--- config.mk ---
export PLATFORM = sky130hd
export DESIGN_NAME = div8u4_seq
export DESIGN_NICKNAME = d
export VERILOG_FILES = /design/src/rtl/div8u4_seq.sv
export SDC_FILE = /design/constraint.sdc
export NUM_CORES = 1
export LEC_CHECK = 0
export CAP_MARGIN = 20
export CORE_UTILIZATION = 45
export CTS_CLUSTER_DIAMETER = 100
export DETAILED_ROUTE_END_ITERATION = 16
export GPL_TIMING_DRIVEN = 0
export HOLD_SLACK_MARGIN = 0.02
export PLACE_DENSITY = 0.73
export SLEW_MARGIN = 20
export SYNTH_ARGS = -nofsm -noshare
export SYNTH_HDL_FRONTEND = slang
export SYNTH_SLANG_ARGS = --single-unit
--- constraint.sdc ---
create_clock -name clk -period 3.44 [get_ports clk]
set_input_delay 0.688 -clock clk [delete_from_list [all_inputs] [get_ports clk]]
set_output_delay 0.688 -clock clk [all_outputs]
set_load 0.03 [all_outputs]
--- src/rtl/div8u4_seq.sv ---
// Sequential 8-bit by 4-bit unsigned restoring divider with a valid/ready handshake
// and an optional multiply-back self-check cycle before the result is presented.
module div8u4_seq #(
    parameter int unsigned CHECK_EN = 1
) (
    input  logic       clk,
    input  logic       rst,
    input  logic       in_valid,
    output logic       in_ready,
    input  logic [7:0] dividend,
    input  logic [3:0] divisor,
    output logic       out_valid,
    input  logic       out_ready,
    output logic [7:0] quotient,
    output logic [3:0] remainder,
    output logic       dbz,
    output logic       err
);

    typedef enum logic [1:0] {StIdle, StCalc, StCheck, StDone} state_e;

    state_e      state_q, state_d;
    logic [7:0]  a_q;
    logic [3:0]  b_q;
    logic [2:0]  cnt_q;
    logic        err_q;

    logic [4:0]  rp;
    logic [3:0]  rdiff;
    logic        qbit;
    logic [11:0] recon;

    // quotient/remainder double as the working registers during CALC
    always_comb begin
        rp    = {remainder, a_q[3'd7 - cnt_q]};
        qbit  = (rp >= {1'b0, b_q});
        // rp - b < b whenever qbit is set, so the low nibble is the exact difference
        rdiff = rp[3:0] - b_q;
        recon = ({4'b0, quotient} * {8'b0, b_q}) + {8'b0, remainder};
    end

    always_comb begin
        state_d = state_q;
        case (state_q)
            StIdle:  if (in_valid) state_d = (divisor == 4'd0) ? StDone : StCalc;
            StCalc:  if (cnt_q == 3'd7) state_d = (CHECK_EN != 0) ? StCheck : StDone;
            StCheck: state_d = StDone;
            StDone:  if (out_ready) state_d = StIdle;
            default: state_d = StIdle;
        endcase
    end

    always_ff @(posedge clk or posedge rst) begin
        if (rst) begin
            state_q <= StIdle;
        end else begin
            state_q <= state_d;
        end
    end

    always_ff @(posedge clk or posedge rst) begin
        if (rst) begin
            a_q       <= 8'd0;
            b_q       <= 4'd0;
            cnt_q     <= 3'd0;
            err_q     <= 1'b0;
            quotient  <= 8'd0;
            remainder <= 4'd0;
            dbz       <= 1'b0;
        end else begin
            case (state_q)
                StIdle: begin
                    if (in_valid) begin
                        a_q   <= dividend;
                        b_q   <= divisor;
                        cnt_q <= 3'd0;
                        err_q <= 1'b0;
                        if (divisor == 4'd0) begin
                            quotient  <= 8'hFF;
                            remainder <= 4'hF;
                            dbz       <= 1'b1;
                        end else begin
                            quotient  <= 8'd0;
                            remainder <= 4'd0;
                            dbz       <= 1'b0;
                        end
                    end
                end
                StCalc: begin
                    cnt_q     <= cnt_q + 3'd1;
                    quotient  <= {quotient[6:0], qbit};
                    remainder <= qbit ? rdiff : rp[3:0];
                end
                StCheck: begin
                    err_q <= (recon != {4'b0, a_q});
                end
                default: ;
            endcase
        end
    end

    assign in_ready  = (state_q == StIdle);
    assign out_valid = (state_q == StDone);
    assign err       = (CHECK_EN != 0) ? err_q : 1'b0;

endmodule

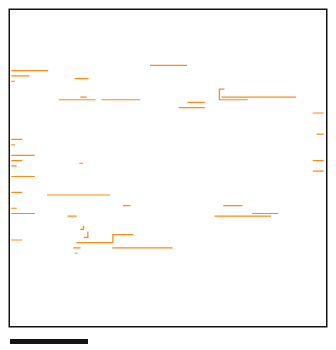
m3.png
Bar = 20 um.
longest straight run: 18.9 um
nets with wire on the layer: 33
main direction: horizontal
wire length on this layer: 210 um
share of all routed wire: 3.7%
via count: 2255
met3 track demand over resource: 2.47%
DRT Wirelength: 5730 um

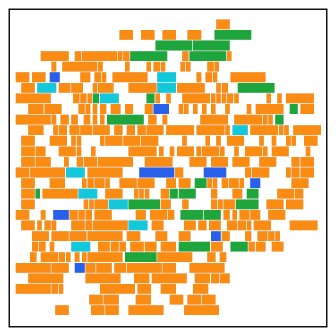
sizing.png
[orange] x1 and smaller | cells: 297 | share: 88%
[cyan] x6 and larger | cells: 10 | share: 3.0%
[blue] x3 and x4 | cells: 8 | share: 2.4%
[green] x2 | cells: 23 | share: 6.8%
Worst Slack Setup Final: -245 ps
Non-Clock Buffer Count: 43
cell area after layout: 0.00342 mm^2
Area Overhead vs Synth: 21.0%

==> Slide: Implementation Results <==
Synthesis and Place & Route Summary

Logic synthesis
  • Flops after synth: 31
  • Ys async rst share: 100%
  • Synthesis area per yosys: around 0.0028 mm^2
  • Commonest cells post-synth: 38 x nand2_1, 34 x ha_1, 31 x dfrtp_1
  • Number of enable flip-flop cells: 0
  • Ys flop type: dfrtp_1
  • Synth Seq Share: 27.5%
  • Mapped Cells: 298
  • Top area cell types: dfrtp_1 27%, ha_1 15%, fa_1 11%, mux2_1 5.2%, nand2_1 5.1%
  • Post-synthesis cell count from yosys: roughly 300
  • Synth Warn #: 0
  • Synth top cell by count: nand2_1
  • Largest type area fraction: 27.5%
  • Mean Syn Cell Area: between 9 and 10 um^2
  • Post-synth top area cell: dfrtp_1
  • Post-Syn Nets: around 360
  • Post-synthesis cell area: 0.00282 mm^2
  • Netlist cell types: 49

Worst setup path
  • Arrival time worst endpoint: between 3000 and 4000 ps
  • R2R depth: 13
  • Startpoint Class: flop
  • CP required: between 3000 and 4000 ps
  • CP max stage cell: fa_1
  • Cells along the critical path: clkbuf_8 -> nand2_4 -> fa_1 -> fa_1 -> inv_1 -> fa_1 -> ha_4 -> xor2_1 -> xnor2_1 -> nor4_2 -> nand4_1 -> nor4_2 -> a31oi_1
  • Worst Path Max Fanout: 10
  • Kind of critical path: flop to flop
  • Cell mode on critical path: fa_1
  • Crit. End Element: flop
  • CP max stage delay: 500 ps

Final layout
  • Util after Layout: 57.0%
  • # nets final: 404
  • Layout cell share with drive strength beyond 1: around an eighth
  • N_diodes: 0
  • Finished Layout Cells: slightly above 400

Die
  • Fp util: 47.1%
  • Chip width: about 80 um
  • Row count: 28
  • Core area: 0.00599 mm^2
  • Die Span Y: just over 80 um
  • I/O pin count: 32
  • Die area: ~0.0066 mm^2

Global route
  • Initial antenna violation count: 0
  • First-pass GRT wire length: approximately 10000 um
  • Vias in the first global route: approximately 2.2k
  • Largest net degree at the start of global routing: 32
  • All-Layer GR Usage: roughly a fifth
  • Total grt overflow: 0

Detailed routing
  • DRC: 0
  • Number of DRC markers in iteration 0: about 94
  • DR pass1 iterations: 4
  • Avg Vias per Cell: ~5.5
  • Final ANT Viol Nets: 0
  • WL per Instance: 13.9 um

Job
  • OpenROAD warning count: 32
  • Max-Cap Viols: 0

Clocking
  • Inserted Clock Buffers: 5
  • Clk buf depth: 2
  • Clk_lat worst skew: around 280 ps
  • CTS clk-pin slew, worst paths: approximately 70 ps
  • H-tree lvl count: 2
  • CTS tree: yes
  • Root buffer cell: clkbuf_8

Placed design
  • Final GP Congestion: between 0.9 and 1
  • IO buf count: 31
  • Dpl ws: -391 ps
  • DPL Wire Length: 4610 um
  • Cells after DPL: around 400

Final timing
  • RSZ-0062 raised after global routing: true
  • FMAX: between 0.2 and 0.3 GHz
  • Period utilisation layout: 107%
  • Final Slew Violations: 0
  • Final hold vios: 0
  • Worst Tran Pin Value: 647 ps
  • Max-slew headroom: a little under three fifths
  • Fin Clk Skew: between 5 and 6 ps
  • Final setup viols: 1
  • Min Tclk post-route: approximately 3700 ps
  • Worst Slack Setup Final: -245 ps
  • Setup TNS: -245 ps

Min path
  • Hold Path Class: flop to flop
  • Hold Crit Depth: 2

Run status
  • Failing checks: setup timing
  • Status: finished with violations
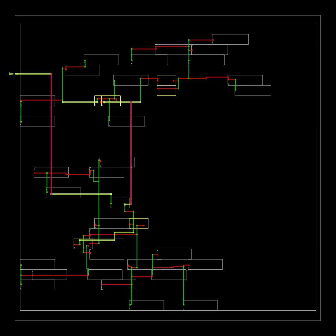
clock_nets.png
Sink Count: 31
seq_cells: 31

[layer usage]
metal	GRT usage, %	wire [um]	up-vias
met5	0	0	-
met4	7.50	90	0
met3	2.47	209	8
met2	34.7	2820	57
met1	25.7	2610	1091
li1	-	-	1099
[critical path: cells and delay by family (launching register included)]
family	cells	cell delay (ps)
AOI/OAI and AO/OA	1	150
xor gates and xnor gates	2	280
adders and majority gates	4	1780
buffers and inverters	2	230
DFF	1	350
and+or+nand+nor	4	760
[per-stage QoR]
step	cell area [um^2]	hold slack (ps)
4_1_cts	3410	503
6_report	3420	494
3_3_place_gp	3280	474
2_1_floorplan	2870	499
3_5_place_dp	3280	486
5_1_grt	3420	527
[state kept, by name, indices dropped and copies added, names as in the netlist]
| register | cells |
|---|---|
| cnt_q | 3 |
| quotient | 8 |
| remainder | 4 |
| err | 1 |
| dbz | 1 |
| a_q | 8 |
| state_q | 2 |
| b_q | 4 |
[path summary, 6_finish.rpt]
kind | startpoint | to | slack, ps
max reg2reg | b_q[1]$_DFFE_PP0P_ | err$_DFFE_PP0P_ | -250
max in group asynchronous | rst | quotient[6]$_DFFE_PP0P_ | 2170
min reg2reg | dbz$_DFFE_PP0P_ | dbz$_DFFE_PP0P_ | 490
min in group asynchronous | rst | b_q[3]$_DFFE_PP0P_ | 810
max | b_q[1]$_DFFE_PP0P_ | err$_DFFE_PP0P_ | -250
min | dbz$_DFFE_PP0P_ | dbz$_DFFE_PP0P_ | 490
[cell usage in the layout, fill, tap and decap left out, drive strengths merged, types with 2 or more instances in the layout]
cell type and count:
mux2 13, or2 2, nand3b 2, fa 16
and2 9, a21o 4, nand4 3, nand2 39
a21oi 23, o21ai 15, xor2 4, clkbuf 13
inv 30, clkdlybuf4s50 31, buf 5, ha 34
nor4 2, a22oi 2, mux4 2, a31oi 4
a32o 2, nand2b 2, nand3 3, xnor2 10
and2b 2, dfrtp 31, nor2 19
[what timing repair did]
action	CTS	global route
setup buffers	2	0
hold buffers	0	0
gates resized	6	1
setup endpoints to repair	1	1
pin swaps	2	0
[final cells by class]
type | instances | area, um^2
Buffer | 10 | 82.6
Clock buffer | 6 | 82.6
Clock inverter | 1 | 5.00
Fill cell | 534 | 2570
Inverter | 30 | 113
Multi-Input combinational cell | 227 | 1930
Sequential cell | 31 | 785
Tap cell | 75 | 93.8
Timing Repair Buffer | 33 | 325
[kinds of logic after synthesis]
logic type | count (synthesis) | synth area share (%)
xor gates and xnor gates | 14 | 4.61
DFF | 31 | 27.5
buffers and inverters | 40 | 5.85
adders and majority gates | 50 | 26.4
muxes | 16 | 7.14
and+or+nand+nor | 88 | 15.2
AOI/OAI and AO/OA | 59 | 13.3
